### Routing congestion, run 1

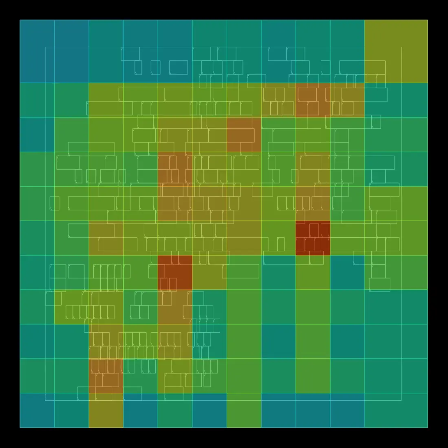
### Drive-strength map, run 1

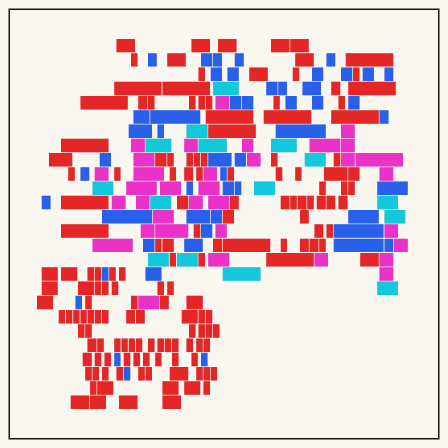
### Cells coloured by class, run 1

The bar under the picture is 20 µm long.
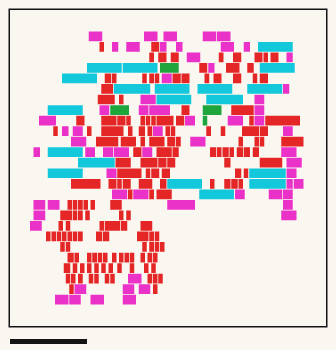
===== config.mk =====
export PLATFORM = sky130hd
export DESIGN_NAME = bc_game_ctrl
export DESIGN_NICKNAME = d
export VERILOG_FILES = /design/src/rtl/bc_game_ctrl.sv
export SDC_FILE = /design/constraint.sdc
export NUM_CORES = 1
export LEC_CHECK = 0
export ABC_AREA = 1
export CORE_MARGIN = 5
export CORE_UTILIZATION = 25
export CTS_BUF_LIST = sky130_fd_sc_hd__clkbuf_8
export DETAILED_ROUTE_END_ITERATION = 10
export GPL_TIMING_DRIVEN = 0
export PLACE_DENSITY = 0.47
export SLEW_MARGIN = 5
export SYNTH_ARGS = -nofsm -noshare
export SYNTH_HDL_FRONTEND = slang
export SYNTH_SLANG_ARGS = --single-unit

===== constraint.sdc =====
create_clock -name clk -period 1.2 [get_ports clk]
set_input_delay 0.3 -clock clk [delete_from_list [all_inputs] [get_ports clk]]
set_output_delay 0.3 -clock clk [all_outputs]
set_load 0.01 [all_outputs]

===== src/rtl/bc_game_ctrl.sv =====
// Bulls-and-cows game sequencer: accepts secret/guess commits, strobes the datapath,
// scores each guess and tracks attempts until a win or a loss.
module bc_game_ctrl #(
  parameter int MAX_ATTEMPTS = 10
) (
  input  logic        clk,
  input  logic        rst,
  input  logic        save,
  input  logic [11:0] digits,
  input  logic [2:0]  bulls,
  input  logic [2:0]  cows,
  output logic        secret_load,
  output logic        guess_load,
  output logic [2:0]  last_bulls,
  output logic [2:0]  last_cows,
  output logic [3:0]  attempts,
  output logic [1:0]  disp_sel,
  output logic        err
);

  // state   | meaning
  // S_SECRET| waiting for a valid secret commit
  // S_GUESS | waiting for a valid guess commit
  // S_SCORE | comparator result valid, latch it and decide outcome
  // S_WIN   | game won, waiting for save to restart
  // S_LOSE  | attempts exhausted, waiting for save to restart
  typedef enum logic [2:0] {
    S_SECRET = 3'd0,
    S_GUESS  = 3'd1,
    S_SCORE  = 3'd2,
    S_WIN    = 3'd3,
    S_LOSE   = 3'd4
  } state_t;

  localparam logic [3:0] MAX_CNT  = 4'(MAX_ATTEMPTS);
  localparam logic [1:0] DISP_SEC = 2'd0;
  localparam logic [1:0] DISP_RES = 2'd1;
  localparam logic [1:0] DISP_WIN = 2'd2;
  localparam logic [1:0] DISP_LOS = 2'd3;

  state_t     state;
  logic       armed;
  logic       busy;
  logic       digits_ok;
  logic [2:0] dig_a, dig_b, dig_c, dig_d;
  logic [4:0] att_next;

  assign dig_a = digits[2:0];
  assign dig_b = digits[5:3];
  assign dig_c = digits[8:6];
  assign dig_d = digits[11:9];

  assign digits_ok = (dig_a != dig_b) && (dig_a != dig_c) && (dig_a != dig_d) &&
                     (dig_b != dig_c) && (dig_b != dig_d) && (dig_c != dig_d);

  // A strobe already in flight blocks new commits so pulses never run back to back.
  assign busy     = secret_load | guess_load | err;
  assign att_next = {1'b0, attempts} + 5'd1;

  // armed stays low for the first edge after reset release, so a save that
  // coincides with deassertion is dropped.
  always_ff @(posedge clk or posedge rst) begin
    if (rst) begin
      state       <= S_SECRET;
      armed       <= 1'b0;
      secret_load <= 1'b0;
      guess_load  <= 1'b0;
      err         <= 1'b0;
      last_bulls  <= 3'd0;
      last_cows   <= 3'd0;
      attempts    <= 4'd0;
      disp_sel    <= DISP_SEC;
    end else begin
      armed       <= 1'b1;
      secret_load <= 1'b0;
      guess_load  <= 1'b0;
      err         <= 1'b0;
      case (state)
        S_SECRET: begin
          if (secret_load) begin
            state    <= S_GUESS;
            disp_sel <= DISP_RES;
          end else if (save && armed && !busy) begin
            if (digits_ok) begin
              secret_load <= 1'b1;
              attempts    <= 4'd0;
            end else begin
              err <= 1'b1;
            end
          end
        end
        S_GUESS: begin
          if (guess_load) begin
            state <= S_SCORE;
          end else if (save && armed && !busy) begin
            if (digits_ok) guess_load <= 1'b1;
            else           err        <= 1'b1;
          end
        end
        S_SCORE: begin
          last_bulls <= bulls;
          last_cows  <= cows;
          if (attempts < MAX_CNT) attempts <= att_next[3:0];
          if (bulls == 3'd4) begin
            state    <= S_WIN;
            disp_sel <= DISP_WIN;
          end else if (att_next == {1'b0, MAX_CNT}) begin
            state    <= S_LOSE;
            disp_sel <= DISP_LOS;
          end else begin
            state    <= S_GUESS;
            disp_sel <= DISP_RES;
          end
        end
        S_WIN, S_LOSE: begin
          if (save && armed) begin
            state    <= S_SECRET;
            disp_sel <= DISP_SEC;
          end
        end
        default: begin
          state    <= S_SECRET;
          disp_sel <= DISP_SEC;
        end
      endcase
    end
  end

endmodule


==> impl_metrics.env, run 1 <==
# flow metrics
export IMPL_fp_utilization_pct=25.41
export IMPL_cp_cell_sequence="buf_4, ha_4, xnor2_2, nand4_1, buf_4, nand2_1, nand2_1, nand2_1"
export IMPL_grt_antenna_before_repair=0
export IMPL_fp_row_count=26
export IMPL_grt_overflow_total=0
export IMPL_slew_headroom_pct=51.96
export IMPL_regMostFlops="attempts"
export IMPL_fin_total_pwr_mw=3.581
export IMPL_num_fill_cells=522
export IMPL_gp_congestion=0.7149
export IMPL_cpLargestDelayFamily="flip-flops"
export IMPL_worstPathArrival_ns=1.62
export IMPL_comb_power_share_pct=60.0
export IMPL_io_buffers=35
export IMPL_power_leader="combinational cells"
export IMPL_cts_hold_buffers_added=0
export IMPL_syn_area_per_cell_um2=6.743
export IMPL_vdd_drop_max_mv=0.8178
export IMPL_pg_seq_mw=1.00
export IMPL_cts_resized=73
export IMPL_post_route_period_util_pct=119.0
export IMPL_setup_viol=14
export IMPL_clock_root_buffer="clkbuf_8"
export IMPL_required_ns=1.39
export IMPL_comb_area_um2=858.3
export IMPL_r2r_end="disp_sel[1]"
export IMPL_outcome="finished with violations"
export IMPL_cp_slowest_cell="dfrtp_2"
export IMPL_clock_latency_ns=0.26
export IMPL_yosys_warnings=0
export IMPL_drt_iter0_markers=21
export IMPL_yosysUniqueCellTypes=27
export IMPL_powerComb_mw=2.15
export IMPL_stdcell_count=326
export IMPL_first_pass_iters=5
export IMPL_setup_slack_ns=-0.2282
export IMPL_whs_ns=0.4611
export IMPL_place_inst=295
export IMPL_numCtsBuffers=3
export IMPL_synth_top_cells_by_area="dfrtp_1, nand2_1, nand3_1"
export IMPL_synth_top_cell_area_share_pct=37.11
export IMPL_grt_use_met1_pct=14.23
export IMPL_violations="setup timing"
export IMPL_core_area_um2=5042
export IMPL_leakagePower_nw=1.091
export IMPL_wl_met3_um=141
export IMPL_fin_nets=280
export IMPL_rsz0062_at_grt="yes"
export IMPL_drc=0
export IMPL_largest_reg_flops=4
About 'Routing congestion':
GR Util met2: 17.75%
busiest grt layer: met2
Final Util: 42.28%

About 'Drive-strength map':
Key: magenta = _3 and _4 cells [cells 34]; cyan = _6 and larger [cells 15]; blue = _2 cells [cells 51]; red = _0 and _1 cells [cells 156]

About 'Cells coloured by class':
Key: cyan = sequential cells [cells 19]; magenta = remaining buffers and delay cells [cells 63]; red = combinational and other logic [cells 170]; green = clock drivers and dummy loads [cells 4]

-- run 1: synthesized netlist by cell type --
library cell and instances:
o21ai_4 1, nand2_1 82, nor3_1 2, o22ai_1 1, nor2_4 2, xnor2_1 5, nand2_2 1, a211oi_1 1
nor4_2 1, ha_1 2, a21oi_1 1, o21ai_0 6, inv_1 17, inv_2 9, nand3_2 1, dfrtp_1 19
nor2_1 10, nand3_1 15, nand4_1 4, conb_1 1, or2_0 1, nand2_4 1, a21oi_2 1, o31ai_1 1
nor2_2 3, inv_4 1, buf_2 1
-- run 1: logic make-up (layout without fill, tap and decap cells) --
group | count (synthesis) | after routing | synth area share (%)
AOI/OAI and AO/OA | 12 | 12 | 6.349
xor gates and xnor gates | 5 | 5 | 3.418
adders and majority gates | 2 | 2 | 1.953
buffers and inverters | 28 | 94 | 8.496
DFF | 19 | 19 | 37.11
other | 1 | 1 | 0.2927
and+or+nand+nor | 123 | 123 | 42.38
-- run 1: area by class of cell --
class | count | share of cell area [%]
Sequential cell | 19 | 22.59
Clock inverter | 1 | 0.1761
Clock buffer | 3 | 1.937
Multi-Input combinational cell | 143 | 40.26
Tap cell | 70 | 4.108
Inverter | 27 | 4.988
Timing Repair Buffer | 62 | 25.41
Buffer | 1 | 0.5282
-- run 1: worst max-delay path by stage --
stage	endpoint	slack, ns	cells past startpoint
after floorplan	state[0]	-0.06	8
after global placement	attempts[0]	-0.70	10
after detailed placement	attempts[0]	-0.68	10
after CTS	attempts[0]	-0.25	7
after global routing	attempts[0]	-0.34	7
final	disp_sel[1]	-0.23	8
-- run 1: worst register-to-register path: cells and delay by family (launching register included) --
kind          cells  cell delay (ns)
fa+ha+maj         1             0.16
xor+xnor          1             0.14
buf+inv           2             0.33
simple gates      4             0.32
flops             1             0.41
==> inputs of run 2 (changes only) <==
- CAP_MARGIN: default -> 20
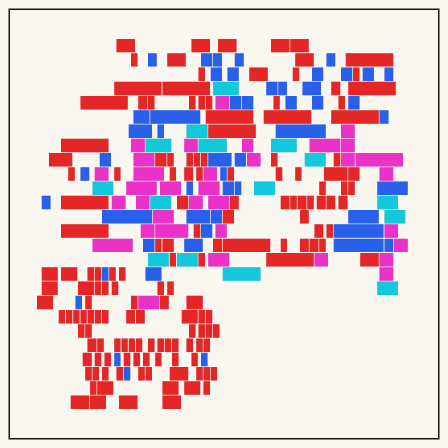
*Drive-strength map, run 2*
Key: red = _0 and _1 cells [cells 156]; magenta = _3 and _4 cells [cells 34]; cyan = _6 and larger [cells 15]; blue = _2 cells [cells 51]

==> impl_metrics.env, run 2 <==
# flow metrics
export IMPL_common_cells="nand2_1, dfrtp_1, inv_1, nand3_1, nor2_1"
export IMPL_outcome="finished with violations"
export IMPL_yosys_cell_count_top_type="nand2_1"
export IMPL_final_layout_size_suffix_gt1_share_pct=39.06
export IMPL_synthArstFlopShare_pct=100.0
export IMPL_required_ns=1.39
export IMPL_syn_area_per_cell_um2=6.743
export IMPL_grt_use_met2_pct=17.75
export IMPL_violations="setup timing"
export IMPL_num_fill_cells=522
export IMPL_intPower_mw=2.087
export IMPL_largest_reg_flops=4
export IMPL_first_pass_iters=5
export IMPL_fin_total_pwr_mw=3.581
export IMPL_comb_power_share_pct=60.0
export IMPL_grt_antenna_before_repair=0
export IMPL_r2r_end="disp_sel[1]"
export IMPL_slew_headroom_pct=51.96
export IMPL_fp_utilization_pct=25.41
export IMPL_cts_hold_buffers_added=0
export IMPL_clock_root_buffer="clkbuf_8"
export IMPL_viasPerCell=4.150
export IMPL_wl_met3_um=141
export IMPL_yosys_warnings=0
export IMPL_worstPathArrival_ns=1.62
export IMPL_cts_resized=73
export IMPL_power_leader="combinational cells"
export IMPL_pg_seq_mw=1.00
export IMPL_drt_iter0_markers=21
export IMPL_ys_cells=190
export IMPL_io_buffers=35
export IMPL_setup_viol=14
export IMPL_fp_row_count=26
export IMPL_place_inst=295
export IMPL_grt_busiest_layer="met2"
export IMPL_clock_latency_ns=0.26
export IMPL_fin_nets=280
export IMPL_ys_flop_type="dfrtp_1"
export IMPL_openroad_warnings=30
export IMPL_gp_congestion=0.7149
export IMPL_grt_use_met1_pct=14.23
export IMPL_powerComb_mw=2.15
export IMPL_regMostFlops="attempts"
export IMPL_core_area_um2=5042
export IMPL_fin_util_pct=42.28
export IMPL_drc=0
export IMPL_synth_top_cell_area_share_pct=37.11
export IMPL_rsz0062_at_grt="yes"
export IMPL_synth_edff_count=0
export IMPL_synth_top_cells_by_area="dfrtp_1, nand2_1, nand3_1"
export IMPL_yosysUniqueCellTypes=27
export IMPL_synth_nets=213
export IMPL_post_route_period_util_pct=119.0
export IMPL_setup_slack_ns=-0.2282
export IMPL_vdd_drop_max_mv=0.8178
export IMPL_grt_overflow_total=0
export IMPL_numCtsBuffers=3
export IMPL_leakagePower_nw=1.091
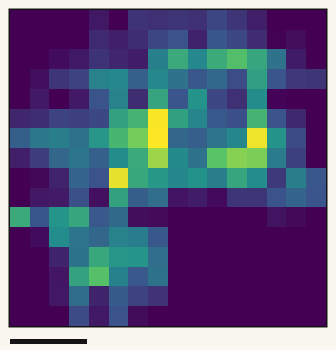
*Signal metal coverage by tile, run 2*
The bar under the picture is 20 µm long. 16 x 16 tiles, from dark purple (low) to yellow (high), scaled to the fullest tile. Values are wire area over tile area, all layers added.
The densest ninth of the die: centre. The fullest tile reaches 0.37. 14% of the tiles are over half the peak. 34% of the tiles are nearly empty. The emptiest ninth of the die: south-east. The mean over all tiles is 0.080.

run 2: cell counts after synthesis:
Identical to the previous run, type by type.
run 2: worst max path at each step:
stage / cells past startpoint / slack (ns) / start / endpoint
2_1_floorplan: 8 / -0.06 / state[1] / state[0]
3_3_place_gp: 10 / -0.70 / digits[4] / attempts[0]
3_5_place_dp: 10 / -0.68 / digits[4] / attempts[0]
4_1_cts: 7 / -0.25 / attempts[2] / attempts[0]
5_1_grt: 7 / -0.34 / attempts[1] / attempts[0]
6_report: 8 / -0.23 / attempts[1] / disp_sel[1]
run 2: through the flow:
step,setup slack (ns),hold WS (ns)
2_1_floorplan,-0.06087,0.2509
4_1_cts,-0.2515,0.4756
5_1_grt,-0.3379,0.5265
6_report,-0.2282,0.4611
3_3_place_gp,-0.6968,0.4559
3_5_place_dp,-0.6781,0.4591
run 2: cells by family after synthesis:
| kind of cell | Yosys count | share of synthesized area [%] |
|---|---|---|
| simple gates | 123 | 42.38 |
| buf+inv | 28 | 8.496 |
| flops | 19 | 37.11 |
| compound gates | 12 | 6.349 |
| xor+xnor | 5 | 3.418 |
| fa+ha+maj | 2 | 1.953 |
| other cells | 1 | 0.2927 |
run 2: layout make-up:
type / count / area, µm² / area share (%)
Tap cell: 70 / 87.58 / 4.108
Clock inverter: 1 / 3.754 / 0.1761
Inverter: 27 / 106.4 / 4.988
Timing Repair Buffer: 62 / 541.8 / 25.41
Multi-Input combinational cell: 143 / 858.3 / 40.26
Clock buffer: 3 / 41.29 / 1.937
Buffer: 1 / 11.26 / 0.5282
Sequential cell: 19 / 481.7 / 22.59
run 2: critical path, cell delays in order (launching register included):
cell,delay [ns]
dfrtp_2,0.41
buf_4,0.15
ha_4,0.16
xnor2_2,0.14
nand4_1,0.17
buf_4,0.18
nand2_1,0.05
nand2_1,0.05
nand2_1,0.05
